File: config.mk
export PLATFORM = sky130hd
export DESIGN_NAME = vga_cell_scanner
export DESIGN_NICKNAME = d
export VERILOG_FILES = /design/src/rtl/vga_cell_scanner.sv
export SDC_FILE = /design/constraint.sdc
export NUM_CORES = 2
export LEC_CHECK = 0
export ABC_AREA = 0
export CORE_AREA = 2 2 484 486
export CTS_CLUSTER_DIAMETER = 100
export DETAILED_ROUTE_END_ITERATION = 6
export DIE_AREA = 0 0 486 488
export GPL_ROUTABILITY_DRIVEN = 0
export PLACE_DENSITY_LB_ADDON = 0.08
export SKIP_CTS_REPAIR_TIMING = 1
export SYNTH_ARGS = -nofsm -noshare
export SYNTH_HDL_FRONTEND = slang
export SYNTH_SLANG_ARGS = --single-unit
File: constraint.sdc
create_clock -name clock -period 9.1 [get_ports clock]
set_clock_uncertainty 0.15 [all_clocks]
set_input_delay 2.275 -clock clock [delete_from_list [all_inputs] [get_ports clock]]
set_output_delay 2.275 -clock clock [all_outputs]
set_load 0.03 [all_outputs]
File: src/rtl/vga_cell_scanner.sv
// 640x480@60 scanner for the 40x30 cell framebuffer: each cell becomes a 16x16 pixel block.
// Define VGA_GRID_EN to draw a grey grid on the first row and column of every unlit cell.
module vga_cell_scanner #(
    parameter int          CLK_DIV   = 2,
    parameter int          H_VISIBLE = 640,
    parameter int          H_FRONT   = 16,
    parameter int          H_SYNC    = 96,
    parameter int          H_BACK    = 48,
    parameter int          V_VISIBLE = 480,
    parameter int          V_FRONT   = 10,
    parameter int          V_SYNC    = 2,
    parameter int          V_BACK    = 33,
    parameter logic [11:0] FG_RGB    = 12'hFFF,
    parameter logic [11:0] BG_RGB    = 12'h000
) (
    input  logic          clock,
    input  logic          reset_n,
    input  logic [1199:0] framebuffer,
    output logic [3:0]    vga_r,
    output logic [3:0]    vga_g,
    output logic [3:0]    vga_b,
    output logic          vga_hs,
    output logic          vga_vs,
    output logic [5:0]    cell_x,
    output logic [4:0]    cell_y,
    output logic          frame_start
);
    localparam int STAGES = 2;
    localparam int DW     = (CLK_DIV > 1) ? $clog2(CLK_DIV) : 1;

    localparam logic [DW-1:0] DIV_LAST = DW'(CLK_DIV - 1);
    localparam logic [9:0] H_LAST   = 10'(H_VISIBLE + H_FRONT + H_SYNC + H_BACK - 1);
    localparam logic [9:0] V_LAST   = 10'(V_VISIBLE + V_FRONT + V_SYNC + V_BACK - 1);
    localparam logic [9:0] H_VIS    = 10'(H_VISIBLE);
    localparam logic [9:0] V_VIS    = 10'(V_VISIBLE);
    localparam logic [9:0] HS_START = 10'(H_VISIBLE + H_FRONT);
    localparam logic [9:0] HS_END   = 10'(H_VISIBLE + H_FRONT + H_SYNC);
    localparam logic [9:0] VS_START = 10'(V_VISIBLE + V_FRONT);
    localparam logic [9:0] VS_END   = 10'(V_VISIBLE + V_FRONT + V_SYNC);
    localparam logic [11:0] GRID_RGB = 12'h444;

    typedef struct packed {
        logic [5:0] col;
        logic [4:0] row;
        logic       grid;
        logic       hs_n;
        logic       vs_n;
    } s1_t;

    localparam s1_t S1_RST = '{col: 6'd0, row: 5'd0, grid: 1'b0, hs_n: 1'b1, vs_n: 1'b1};

    logic [DW-1:0]     div;
    logic              pe;
    logic [9:0]        h_count;
    logic [9:0]        v_count;
    logic              h_wrap;
    logic              v_wrap;
    logic [1199:0]     shadow;
    logic              vis0;
    logic              grid0;
    s1_t               s1_d;
    s1_t               s1_q;
    logic [STAGES:1]   vld_pipe;
    logic [10:0]       row_ext;
    logic [10:0]       idx;
    logic              lit;
    logic [11:0]       rgb_q;

    // Pixel enable
    assign pe = (div == DIV_LAST);

    always_ff @(posedge clock or negedge reset_n) begin
        if (!reset_n)
            div <= '0;
        else if (pe)
            div <= '0;
        else
            div <= div + DW'(1);
    end

    // Stage 0: raster counters
    assign h_wrap = (h_count == H_LAST);
    assign v_wrap = (v_count == V_LAST);

    always_ff @(posedge clock or negedge reset_n) begin
        if (!reset_n) begin
            h_count <= '0;
            v_count <= '0;
        end else if (pe) begin
            if (h_wrap) begin
                h_count <= '0;
                v_count <= v_wrap ? 10'd0 : v_count + 10'd1;
            end else begin
                h_count <= h_count + 10'd1;
            end
        end
    end

    always_ff @(posedge clock or negedge reset_n) begin
        if (!reset_n)
            frame_start <= 1'b0;
        else
            frame_start <= pe && h_wrap && v_wrap;
    end

    // Capture the bitmap on the first blanking line so the whole next frame sees one image.
    always_ff @(posedge clock or negedge reset_n) begin
        if (!reset_n)
            shadow <= '0;
        else if (pe && h_count == 10'd0 && v_count == V_VIS)
            shadow <= framebuffer;
    end

    assign vis0 = (h_count < H_VIS) && (v_count < V_VIS);

`ifdef VGA_GRID_EN
    assign grid0 = (h_count[3:0] == 4'd0) || (v_count[3:0] == 4'd0);
`else
    assign grid0 = 1'b0;
`endif

    always_comb begin
        s1_d      = S1_RST;
        s1_d.col  = vis0 ? h_count[9:4] : 6'd0;
        s1_d.row  = vis0 ? v_count[8:4] : 5'd0;
        s1_d.grid = grid0;
        s1_d.hs_n = !((h_count >= HS_START) && (h_count < HS_END));
        s1_d.vs_n = !((v_count >= VS_START) && (v_count < VS_END));
    end

    // Stage 1: cell index and sync flags
    always_ff @(posedge clock or negedge reset_n) begin
        if (!reset_n) begin
            s1_q     <= S1_RST;
            vld_pipe <= '0;
        end else if (pe) begin
            s1_q     <= s1_d;
            vld_pipe <= {vld_pipe[STAGES-1:1], vis0};
        end
    end

    assign cell_x = s1_q.col;
    assign cell_y = s1_q.row;

    // Bit row*40 + 39 - col; blanking pixels carry col=row=0 so the index stays in range.
    assign row_ext = {6'd0, s1_q.row};
    assign idx     = (row_ext << 5) + (row_ext << 3) + 11'd39 - {5'd0, s1_q.col};
    assign lit     = shadow[idx];

    // Stage 2: colour and sync registered together
    always_ff @(posedge clock or negedge reset_n) begin
        if (!reset_n) begin
            rgb_q  <= '0;
            vga_hs <= 1'b1;
            vga_vs <= 1'b1;
        end else if (pe) begin
            rgb_q  <= lit ? FG_RGB : (s1_q.grid ? GRID_RGB : BG_RGB);
            vga_hs <= s1_q.hs_n;
            vga_vs <= s1_q.vs_n;
        end
    end

    assign {vga_r, vga_g, vga_b} = vld_pipe[STAGES] ? rgb_q : 12'h000;

endmodule

Figure 1. Register map, names as in the netlist.
Scale bar: 100 um. Other sequential cells in the stronger grey, the rest of the logic in the fainter grey.
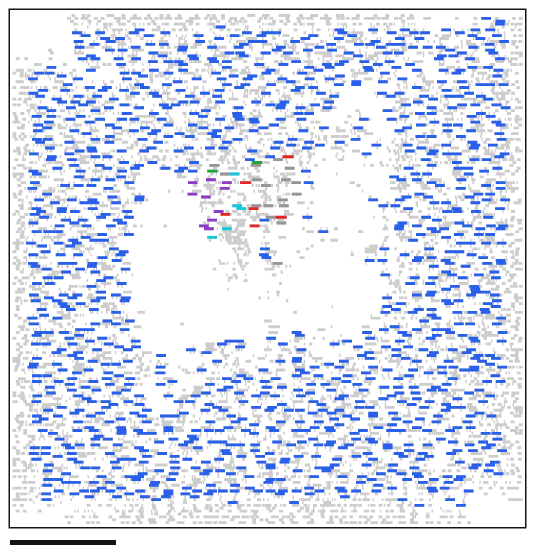
| signal | colour | flops |
|---|---|---|
| `cell_y` | cyan | 5 |
| `cell_x` | red | 6 |
| `shadow` | blue | 1200 |
| `s1_q` | green | 2 |
| `v_count` | purple | 10 |
not coloured: 17
post-layout utilization of the core: 33.4%
Sequential Area: 31000 sq um
power consumed by sequential cells: 5.52 mW
share of the final layout cell area in sequential cells: 40.1%

Figure 2. Metal layers overlaid.
Only two layers are drawn.
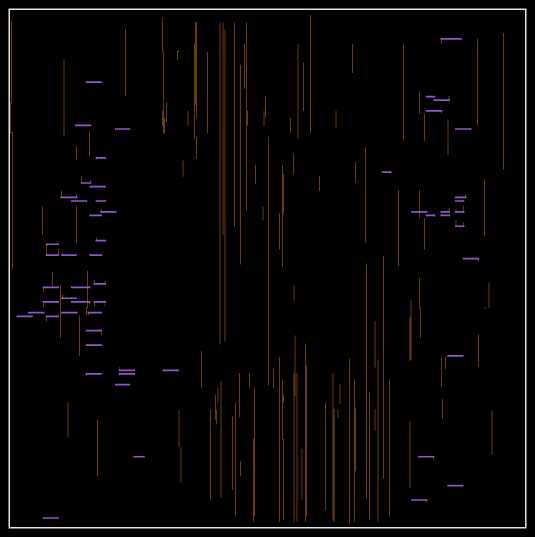
| layer | colour | wire length |
|---|---|---|
| metal 4 | orange | 8090 um |
| metal 5 | purple | 673 um |
average routed wire per standard cell: 26.9 um
total length of routed wires: 279000 um
Vias: 48300
all-layer global routing usage: 23.2%

==> run_results.csv <==
group,metric,value,unit
run_status,status,"finished clean",
final_timing,worst-slew-pin-transition,1.35,ns
detailed_routing,total_met3_wirelength_after_detailed_routing,18500,um
synthesis,synthFlopType,"sky130_fd_sc_hd__dfrtp_1",
final_timing,maxClockFrequency,0.189,GHz
setup_path,worstSetupStartpointType,"flip-flop",
layout,non_clock_buffer_area_share,16.8,%
layout,num-nets-final,8429,
setup_path,rr_worst_depth,14,
die,die_height,488,um
flow_run,cap_viol_max_count,0,
global_route,groute.layer.met3.usage,6.02,%
synthesis,synth.yosys.warnings,0,
layout,layoutNonFillerInstCount,10400,
layout,area_growth_syn_to_layout,36.0,%
pwr,power.switching,2.89,mW
final_timing,post-route-worst-setup-slack,3.82,ns
final_timing,timing.final.setup_violations,0,
placed_design,buffers_on_ports,1227,
detailed_routing,drt-met1-wl,117000,um
setup_path,crit_buf_inv,2,
final_timing,final.setup.tns,0,ns
pwr,sequentialPowerShare,43.1,%
synthesis,syn-num-nets,7385,
pwr,netSwitchingFraction,22.6,%
final_timing,hold_slack,0.308,ns
die,tap_cells,3043,
pwr,comb-power,763,uW
layout,sequential_cell_total,1240,
clock_tree,htreeDepth,4,
die,rows,177,
die,coreArea,232000,sq um
detailed_routing,met2_wirelength,135000,um
layout,antenna_cells_inserted,25,
pwr,pg_clk,6.53,mW
min_path,hold_class,"reg -> reg",
synthesis,synth_dominant_cell_count,"sky130_fd_sc_hd__nand2_1",
pwr,power_per_standard_cell_area,166,nW/um^2
global_route,grt_max_degree,187,
global_route,initial_antenna_violation_count,106,
setup_path,crit_path_end,"cell_x[2]",
layout,fillCellCount,24300,
final_timing,layout_worst_path_cycle_share,58.0,%
clock_tree,cts_made_buffers,158,
synthesis,post_synth_most_frequent_cells,"sky130_fd_sc_hd__nand2_1 (3661), sky130_fd_sc_hd__dfrtp_1 (1236), sky130_fd_sc_hd__clkbuf_1 (307), sky130_fd_sc_hd__mux4_2 (260), sky130_fd_sc_hd__mux2i_1 (101)",
layout,largest_registers,"shadow x1200, h_count x10, v_count x10",
synthesis,synth.cellmix.simpleShare,25.7,%
global_route,grt_pass1_wl,389000,um
layout,largest_register_ffs,1200,
layout,stdcell_area,77300,sq um
layout,most_flop_heavy_register,"shadow",
clock_tree,clk_latency,0.80,ns
detailed_routing,dr.pass1.iters,5,
die,chip_area,237000,sq um
synthesis,synth.logic.top_family,"simple AND/OR/NAND/NOR gates",
setup_path,crit_chain,"buf_4 > clkdlybuf4s50_1",
placed_design,pre_cts_slack,3.80,ns
setup_path,crit_slowest_cell,"sky130_fd_sc_hd__clkdlybuf4s50_1",
layout,commonest_non_fill_non_tap_cells_in_the_layout,"sky130_fd_sc_hd__nand2_1 (3659), sky130_fd_sc_hd__dfrtp_1 (1233), sky130_fd_sc_hd__clkdlybuf4s50_1 (1226)",
detailed_routing,post-route-drc-count,0,
synthesis,synthAdderAreaFrac,0.488,%
min_path,timing.hold.worst_path_depth,2,
layout,largest_cell_class_by_area,"flip-flops and latches",
layout,comb-cell-share,31.0,%
layout,inv_count,31,
synthesis,post_synth_ao_oa_area_fraction,2.92,%
pwr,p_leak,32.2,nW
clock_tree,cts_tree,"built",
synthesis,yosys_cells,6162,
setup_path,crit_cells,2,
clock_tree,cts-root-to-sink-buffers,3,
layout,clk_share,6.91,%
detailed_routing,via_per_inst,4.65,
synthesis,post_synth_num_cell_types,61,
synthesis,area_share_top_type,54.4,%
synthesis,largest_area_cell,"sky130_fd_sc_hd__dfrtp_1",
layout,layout-drive-gt1-share,8.52,%
setup_path,critPathLaunch,"cell_x[2]$_DFFE_PN0P_",
setup_path,rr_startpoint,"cell_y[0]$_DFFE_PN0P_",
final_timing,period_needed,5.28,ns
synthesis,number_of_enable_type_register_cells_in_the_synthesized_netlist,0,
setup_path,r2r_end,"rgb_q[10]$_DFFE_PN0P_",
min_path,timing.hold.worst.start,"shadow[1105]$_DFFE_PN0P_",
layout,comb_gates,4484,
die,io-pin-count,1228,
clock_tree,cts_num_sinks,1240,
placed_design,detailedPlacementHpwl,208000,um
Figure 3. The metal 4 layer.
Scale bar: 100 um.
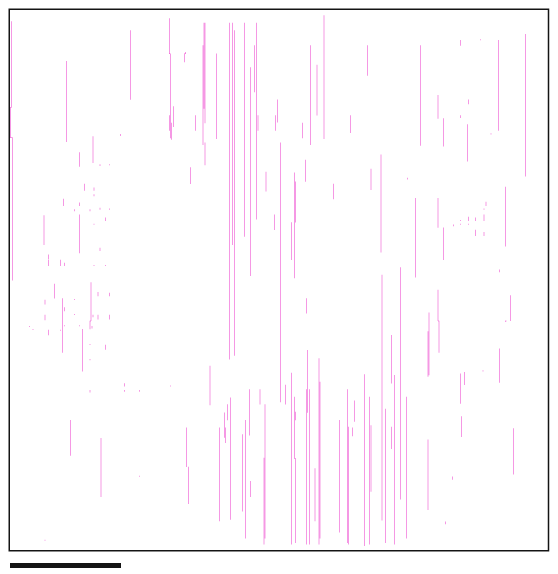
longest straight run: 304 um
nets with wire on the layer: 126

Figure 4. Congestion heat map.
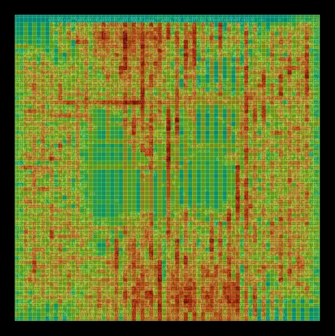
global routing met2 resource utilization: 38.9%
met1 demand-to-capacity share in global routing: 29.3%
busiest layer in global routing: met2

Power figures rest on the tool's default switching activity, not on a simulated workload.
